$ cat src/rtl/lcd_pkg.sv
`default_nettype none
// ============================================================================
//  Module      : lcd_pkg
//  Description : Shared definitions for the SPI LCD transmit engine:
//                FSM state encoding and D/C line levels.
//  Revision    : 1.0 - initial release
// ============================================================================
package lcd_pkg;

    // Transmit FSM state encoding
    typedef logic [2:0] state_t;

    localparam state_t c_ST_IDLE  = 3'd0;
    localparam state_t c_ST_SETUP = 3'd1;
    localparam state_t c_ST_SHIFT = 3'd2;
    localparam state_t c_ST_WAIT  = 3'd3;
    localparam state_t c_ST_GAP   = 3'd4;

    // Level driven on the panel D/C pin
    localparam logic c_DC_CMD  = 1'b0;
    localparam logic c_DC_DATA = 1'b1;

endpackage
`default_nettype wire

$ cat src/rtl/lcd_spi_fifo.sv
`default_nettype none
// ============================================================================
//  Module      : lcd_spi_fifo
//  Description : Synchronous show-ahead FIFO holding queued LCD words.
//                o_rd_data always presents the head entry; i_pop retires it.
//  Ports       : clk, rst        - clock, synchronous active-high reset
//                i_push/i_wr_data - write an entry (ignored when full)
//                i_pop           - retire head entry (ignored when empty)
//                o_rd_data       - head entry
//                o_full/o_empty  - occupancy flags
//  Revision    : 1.0 - initial release
// ============================================================================
module lcd_spi_fifo #(
    parameter int WIDTH = 19,
    parameter int DEPTH = 4
) (
    input  logic             clk,
    input  logic             rst,
    input  logic             i_push,
    input  logic [WIDTH-1:0] i_wr_data,
    input  logic             i_pop,
    output logic [WIDTH-1:0] o_rd_data,
    output logic             o_full,
    output logic             o_empty
);

    localparam int c_AW = $clog2(DEPTH);

    // Pointers carry one extra wrap bit so full and empty are distinguishable
    logic [c_AW:0]      r_wptr;
    logic [c_AW:0]      r_rptr;
    logic [WIDTH-1:0]   r_mem [DEPTH];
    logic               w_wr_en;
    logic               w_rd_en;

    assign w_wr_en = i_push && !o_full;
    assign w_rd_en = i_pop && !o_empty;

    assign o_empty   = (r_wptr == r_rptr);
    assign o_full    = (r_wptr[c_AW] != r_rptr[c_AW]) &&
                       (r_wptr[c_AW-1:0] == r_rptr[c_AW-1:0]);
    assign o_rd_data = r_mem[r_rptr[c_AW-1:0]];

    always_ff @(posedge clk) begin
        if (rst) begin
            r_wptr <= '0;
            r_rptr <= '0;
        end else begin
            if (w_wr_en) begin
                r_wptr <= r_wptr + (c_AW+1)'(1);
            end
            if (w_rd_en) begin
                r_rptr <= r_rptr + (c_AW+1)'(1);
            end
        end
    end

    // Storage is not reset; contents are only observable behind a valid pointer
    always_ff @(posedge clk) begin
        if (w_wr_en) begin
            r_mem[r_wptr[c_AW-1:0]] <= i_wr_data;
        end
    end

endmodule
`default_nettype wire

$ cat src/rtl/lcd_spi_tx.sv
`default_nettype none
// ============================================================================
//  Module      : lcd_spi_tx
//  Description : SPI transmit engine for ST7789-class LCD panels. Queues
//                words with per-word length (8 or WORD_W bits), D/C level and
//                burst-end flag, and serialises them MSB first with CS held
//                low across a burst.
//  Ports       : clk, rst       - clock, synchronous active-high reset
//                in_valid/ready - word handshake
//                in_data        - word, MSB first (8-bit words use [7:0])
//                in_wide        - 1: WORD_W bits, 0: 8 bits
//                in_dc          - D/C level for this word
//                in_last        - release CS after this word
//                busy           - queue non-empty or transfer in progress
//                lcd_spi_*      - SCLK / MOSI / CS_n panel pins (registered)
//                lcd_dc         - D/C panel pin (registered)
//  Revision    : 1.0 - initial release
// ============================================================================
module lcd_spi_tx
    import lcd_pkg::*;
#(
    parameter int WORD_W     = 16,
    parameter int CLK_DIV    = 2,
    parameter int CPOL       = 0,
    parameter int FIFO_DEPTH = 4,
    parameter int CS_GAP     = 2
) (
    input  logic              clk,
    input  logic              rst,
    input  logic              in_valid,
    output logic              in_ready,
    input  logic [WORD_W-1:0] in_data,
    input  logic              in_wide,
    input  logic              in_dc,
    input  logic              in_last,
    output logic              busy,
    output logic              lcd_spi_sclk,
    output logic              lcd_spi_mosi,
    output logic              lcd_spi_cs,
    output logic              lcd_dc
);

    localparam int c_DIV_W   = $clog2(CLK_DIV + 1);
    localparam int c_BIT_W   = $clog2(WORD_W + 1);
    localparam int c_GAP_CYC = (CS_GAP < 1) ? 1 : CS_GAP;
    localparam int c_GAP_W   = $clog2(c_GAP_CYC + 1);
    localparam int c_ENT_W   = WORD_W + 3;

    localparam logic               c_SCLK_IDLE = (CPOL != 0);
    localparam logic [c_DIV_W-1:0] c_DIV_LAST  = c_DIV_W'(CLK_DIV - 1);
    localparam logic [c_GAP_W-1:0] c_GAP_LAST  = c_GAP_W'(c_GAP_CYC - 1);

    // ------------------------------------------------------------------
    // Input queue
    // ------------------------------------------------------------------
    logic               w_push;
    logic               w_pop;
    logic               w_full;
    logic               w_empty;
    logic [c_ENT_W-1:0] w_wr_ent;
    logic [c_ENT_W-1:0] w_rd_ent;
    logic [WORD_W-1:0]  w_q_data;
    logic [WORD_W-1:0]  w_q_align;
    logic               w_q_wide;
    logic               w_q_dc;
    logic               w_q_last;

    assign in_ready = !rst && !w_full;
    assign w_push   = in_valid && in_ready;
    assign w_wr_ent = {in_last, in_dc, in_wide, in_data};

    assign {w_q_last, w_q_dc, w_q_wide, w_q_data} = w_rd_ent;

    // Short words are left-aligned so the shifter always emits from the MSB;
    // the upper input bits of a short word fall off the top.
    assign w_q_align = w_q_wide ? w_q_data : (w_q_data << (WORD_W - 8));

    lcd_spi_fifo #(
        .WIDTH (c_ENT_W),
        .DEPTH (FIFO_DEPTH)
    ) u_fifo (
        .clk       (clk),
        .rst       (rst),
        .i_push    (w_push),
        .i_wr_data (w_wr_ent),
        .i_pop     (w_pop),
        .o_rd_data (w_rd_ent),
        .o_full    (w_full),
        .o_empty   (w_empty)
    );

    // ------------------------------------------------------------------
    // Transmit FSM, divider and shifter
    // ------------------------------------------------------------------
    state_t              r_state,  w_state_nxt;
    logic [c_DIV_W-1:0]  r_div,    w_div_nxt;
    logic [c_BIT_W-1:0]  r_bits,   w_bits_nxt;
    logic [c_GAP_W-1:0]  r_gap,    w_gap_nxt;
    logic [WORD_W-1:0]   r_shreg,  w_shreg_nxt;
    logic                r_last,   w_last_nxt;
    logic                r_sclk,   w_sclk_nxt;
    logic                r_mosi,   w_mosi_nxt;
    logic                r_cs,     w_cs_nxt;
    logic                r_dc,     w_dc_nxt;
    logic                w_start;
    logic                w_trailing;

    always_comb begin
        w_state_nxt = r_state;
        w_div_nxt   = r_div;
        w_bits_nxt  = r_bits;
        w_gap_nxt   = r_gap;
        w_shreg_nxt = r_shreg;
        w_last_nxt  = r_last;
        w_sclk_nxt  = r_sclk;
        w_mosi_nxt  = r_mosi;
        w_cs_nxt    = r_cs;
        w_dc_nxt    = r_dc;
        w_pop       = 1'b0;
        w_start     = 1'b0;
        // The edge about to happen returns SCLK to its idle level
        w_trailing  = (r_sclk != c_SCLK_IDLE);

        case (r_state)
            c_ST_IDLE: begin
                w_cs_nxt = 1'b1;
                if (!w_empty) begin
                    w_start = 1'b1;
                end
            end

            c_ST_SETUP: begin
                // The SETUP edge is always the leading edge of the MSB; MOSI
                // already holds the MSB so nothing shifts here.
                if (r_div == c_DIV_LAST) begin
                    w_div_nxt   = '0;
                    w_sclk_nxt  = ~r_sclk;
                    w_state_nxt = c_ST_SHIFT;
                end else begin
                    w_div_nxt = r_div + c_DIV_W'(1);
                end
            end

            c_ST_SHIFT: begin
                if (r_div == c_DIV_LAST) begin
                    w_div_nxt = '0;
                    if (r_bits == '0) begin
                        // Final half-period after the last trailing edge done
                        if (r_last) begin
                            w_state_nxt = c_ST_GAP;
                            w_cs_nxt    = 1'b1;
                            w_gap_nxt   = '0;
                        end else if (!w_empty) begin
                            w_start = 1'b1;
                        end else begin
                            w_state_nxt = c_ST_WAIT;
                        end
                    end else begin
                        w_sclk_nxt = ~r_sclk;
                        if (w_trailing) begin
                            w_bits_nxt = r_bits - c_BIT_W'(1);
                        end
                        // Data moves only on falling SCLK so it is stable at
                        // every rising (sampling) edge in both modes. The
                        // falling edge that ends the last bit in mode 0 has
                        // nothing left to present.
                        if (r_sclk && !(w_trailing && (r_bits == c_BIT_W'(1)))) begin
                            w_shreg_nxt = r_shreg << 1;
                            w_mosi_nxt  = r_shreg[WORD_W-2];
                        end
                    end
                end else begin
                    w_div_nxt = r_div + c_DIV_W'(1);
                end
            end

            c_ST_WAIT: begin
                if (!w_empty) begin
                    w_start = 1'b1;
                end
            end

            c_ST_GAP: begin
                w_cs_nxt = 1'b1;
                if (r_gap == c_GAP_LAST) begin
                    w_state_nxt = c_ST_IDLE;
                end else begin
                    w_gap_nxt = r_gap + c_GAP_W'(1);
                end
            end

            default: begin
                w_state_nxt = c_ST_IDLE;
            end
        endcase

        // Pop the head entry and present its MSB and D/C during SETUP
        if (w_start) begin
            w_pop       = 1'b1;
            w_state_nxt = c_ST_SETUP;
            w_div_nxt   = '0;
            w_shreg_nxt = w_q_align;
            w_mosi_nxt  = w_q_align[WORD_W-1];
            w_bits_nxt  = w_q_wide ? c_BIT_W'(WORD_W) : c_BIT_W'(8);
            w_last_nxt  = w_q_last;
            w_dc_nxt    = w_q_dc;
            w_cs_nxt    = 1'b0;
            w_sclk_nxt  = c_SCLK_IDLE;
        end
    end

    always_ff @(posedge clk) begin
        if (rst) begin
            r_state <= c_ST_IDLE;
            r_div   <= '0;
            r_bits  <= '0;
            r_gap   <= '0;
            r_shreg <= '0;
            r_last  <= 1'b0;
            r_sclk  <= c_SCLK_IDLE;
            r_mosi  <= 1'b0;
            r_cs    <= 1'b1;
            r_dc    <= c_DC_CMD;
        end else begin
            r_state <= w_state_nxt;
            r_div   <= w_div_nxt;
            r_bits  <= w_bits_nxt;
            r_gap   <= w_gap_nxt;
            r_shreg <= w_shreg_nxt;
            r_last  <= w_last_nxt;
            r_sclk  <= w_sclk_nxt;
            r_mosi  <= w_mosi_nxt;
            r_cs    <= w_cs_nxt;
            r_dc    <= w_dc_nxt;
        end
    end

    assign busy         = !w_empty || (r_state != c_ST_IDLE);
    assign lcd_spi_sclk = r_sclk;
    assign lcd_spi_mosi = r_mosi;
    assign lcd_spi_cs   = r_cs;
    assign lcd_dc       = r_dc;

endmodule
`default_nettype wire

$ cat config.mk
export PLATFORM = sky130hd
export DESIGN_NAME = lcd_spi_tx
export DESIGN_NICKNAME = d
export VERILOG_FILES = /design/src/rtl/lcd_pkg.sv /design/src/rtl/lcd_spi_fifo.sv /design/src/rtl/lcd_spi_tx.sv
export SDC_FILE = /design/constraint.sdc
export NUM_CORES = 1
export LEC_CHECK = 0
export CORE_ASPECT_RATIO = 1.5
export CORE_MARGIN = 2
export CORE_UTILIZATION = 50
export DETAILED_ROUTE_END_ITERATION = 8
export PLACE_DENSITY = 0.69
export SYNTH_ARGS = -nofsm -noshare
export SYNTH_HDL_FRONTEND = slang
export SYNTH_SLANG_ARGS = --single-unit
$ cat constraint.sdc
create_clock -name clk -period 4.3 [get_ports clk]
set_input_delay 0.645 -clock clk [delete_from_list [all_inputs] [get_ports clk]]
set_output_delay 0.645 -clock clk [all_outputs]
set_load 0.02 [all_outputs]
Fig. 1: metal layers overlaid
(3 px per um) Two of the layers only.
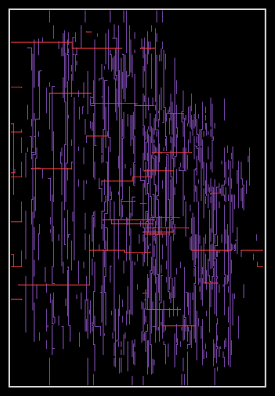
| layer | color | wire length |
|---|---|---|
| metal 3 | red | 345 um |
| metal 2 | purple | 4950 um |
via count: 2984
Routed WL: 9140 um
Global Route Usage Sum: 18.8%

Fig. 2: placed standard cells
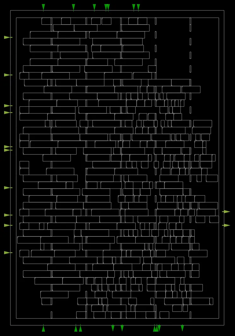
Seq cells: 116
core area: 9630 sq um
row count: 44
Layout fillers: 736
post-route insts no fill: 501

Fig. 3: a small window of the routed layout
Window x 27 to 57, y 48 to 78 um. Cells in gray, sequential cells in the stronger gray; small squares are vias.
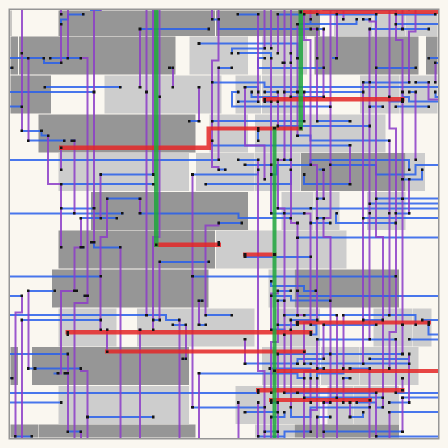
| layer | color |
|---|---|
| metal 1 | blue |
| metal 4 | green |
| metal 3 | red |
| metal 2 | purple |
netlist names of flops here include: u_fifo.r_mem (7), r_shreg (4)
cells with their middle in the window: 45
sequential cells in the window: 11
most frequent: edfxtp_1 (7)

Fig. 4: logic cells by family
(3 px per um)
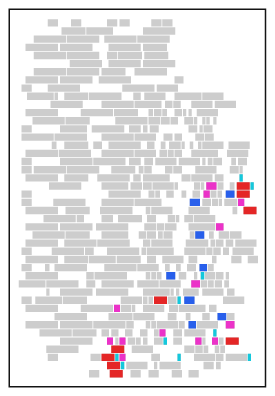
| family | color | cells |
|---|---|---|
| inverters | cyan | 10 |
| adder and majority cells | red | 9 |
| AND and OR gates | magenta | 13 |
| AND-OR and OR-AND gates | blue | 8 |
highest-count logic cell in the final layout: edfxtp_1
Comb area share: 29.1%

Fig. 5: routed metal per tile
(2 px per um) 17 x 25 tiles, from dark purple (low) to yellow (high), scaled to the fullest tile. Values are wire area over tile area, all layers added.
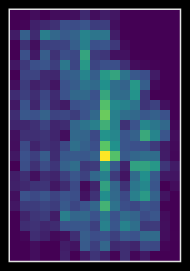
densest ninth of the die: center
emptiest ninth of the die: upper right
mean over tiles: 0.13
tiles over half the peak: 5.2%
Avg WL per Cell: 18.3 um

==> flow_summary.ini <==
; flow metrics
[worst_setup_path]
cp_max_fo = 18
cpLargestDelayFamily = buffers and inverters
ff2ff_setup_slack_ns = 1.59
reg2reg_depth = 6
r2r_end = r_shreg[5]
crit_path_cell_trace = clkdlybuf4s50_1 > a31oi_1 > clkdlybuf4s50_1
crit_type = in2out
setup.worst_path.end = in_ready
cp-start-kind = input port
worst_ep_arrival_time_ns = 2.38
cpPeakStageDelay_ns = 0.75
crit_required_ns = 3.65
worst_path_most_repeated_cell = clkdlybuf4s50_1
crit_path_top_delay_cell = clkdlybuf4s50_1
crit_start = rst
cp.depth = 3
path_buffers = 2
r2r-start = r_bits[0]
worstSetupEndpointType = primary output

[finish]
design_area_sq_um = 5810
comb_area_sq_um = 1690
largest_class = flip-flops and latches
seq_area_share_pct = 53.0
buf_share_pct = 5.55
area_growth_syn_to_layout_pct = 18.5
largest_register_ffs = 76
inverters = 10
clkbuf_count = 17
buffers_excl_clock = 34
final_cell_mix = edfxtp_1 (76), dfxtp_1 (40), clkdlybuf4s50_1 (27)
diodes = 0
finalNetCount = 404
comb.multi_input.count = 194
clock_area_share_pct = 9.19
regArea_sq_um = 3080
utilization_pct = 60.4
drive_gt1_share_pct = 18.7

[logic_synthesis]
common_cells = edfxtp_1 (76), dfxtp_1 (40), mux4_2 (19), nand2_1 (19), a21oi_1 (15)
yosysUniqueCellTypes = 57
area_leaders = edfxtp_1 (47%), dfxtp_1 (16%), mux4_2 (8.7%)
yosys_warnings = 0
ys_sh_mux_pct = 10.8
ys_sh_simple_pct = 7.83
flop_cell = edfxtp_1
top_area_cell = edfxtp_1
synthAdderAreaFrac_pct = 2.30
syn_avg_cell_area_sq_um = 14.3
top_cell_area_share_pct = 46.5
synth-xor-area-share_pct = 1.61
synth_flop_count = 116
postSynthSeqShare_pct = 62.8
ys_area_sq_um = 4910
synth_area_sq_um = 4910
synth_nets = 374
synthCells = 343
async_reset_ff_share_pct = 0
ys_cells = 343
edf_count = 76
synthAoiAreaFrac_pct = 11.9
yosysMostFrequentCell = edfxtp_1
top_logic_kind = AND-OR/OR-AND gates

[power_and_ir_drop]
p_total_mw = 3.46
power_density_nw_per_um2 = 596
internal_power_mw = 2.42
power_leader = sequential cells
clock_power_share_pct = 35.6
ir_drop_mv = 0.391
seq_power_share_pct = 41.2
powerComb_mw = 0.804
switching_share_pct = 30.3
powerClk_mw = 1.23
pg_seq_mw = 1.43
switching_power_mw = 1.05
p_leak_nw = 1.87
power_frac_comb_pct = 23.2

[cts]
clk_pin_slew_worst_paths_ns = 0.06
cts.sinks = 116
cts.path.max_buffers = 2
clkLatencyLatePin_ns = 0.41
cts_buffers = 17
cts-root-buf = clkbuf_16
htree_levels = 4
post_cts_resized = 0
tritoncts = done
hold_buffers = 0

[placed_design]
place_hpwl_um = 6060
numPlacedInstances = 469
place.gp.congestion = 0.774
dpl_cell_area_sq_um = 5280
pre_cts_slack_ns = 1.18
portBuffers = 27

[drt]
avgViaCountPerCell = 5.96
ant_nets = 0
top_layer = met4
wl_met1_um = 3710
wl_met3_um = 345
post-route-drc-count = 0
drt_iter0_markers = 250
routed-wl-met2_um = 4950

[global_route]
antenna_found_initial = 0
grt_max_degree = 24
gr-total-overflow = 0
gr-usage-met3_pct = 6.53
grt_busiest_layer = met2
grt_pass1_wl_um = 15200
grt_pass1_vias = 3048

[flow_run]
maxCapViolCount = 0
warnings = 31

[outcome]
status = complete, no violations

[hold_path]
hold_start = r_gap[1]
whs_path_depth = 2
hold_class = reg2reg
min_to = r_gap[1]

[timing]
worstMarginPinSlew_ns = 1.02
timing.final.ws_setup_ns = 1.28
fin_setup_tns_ns = 0
finalClockSkew_ns = 0.00771
grt_setup_unrepaired = false
setup_viol = 0
slew_headroom_pct = 32.0
drv_slew = 0
hold_slack_ns = 0.484
hold_viol_final = 0
fmax_mhz = 331
finalCritPeriodShare_pct = 70.3
fin_crit_ns = 3.02

[die]
floorplan.core_util_pct = 50.9
ios = 28
tapCellCount = 115
die_w_um = 84.9
die_h_um = 125
die_area_sq_um = 10600
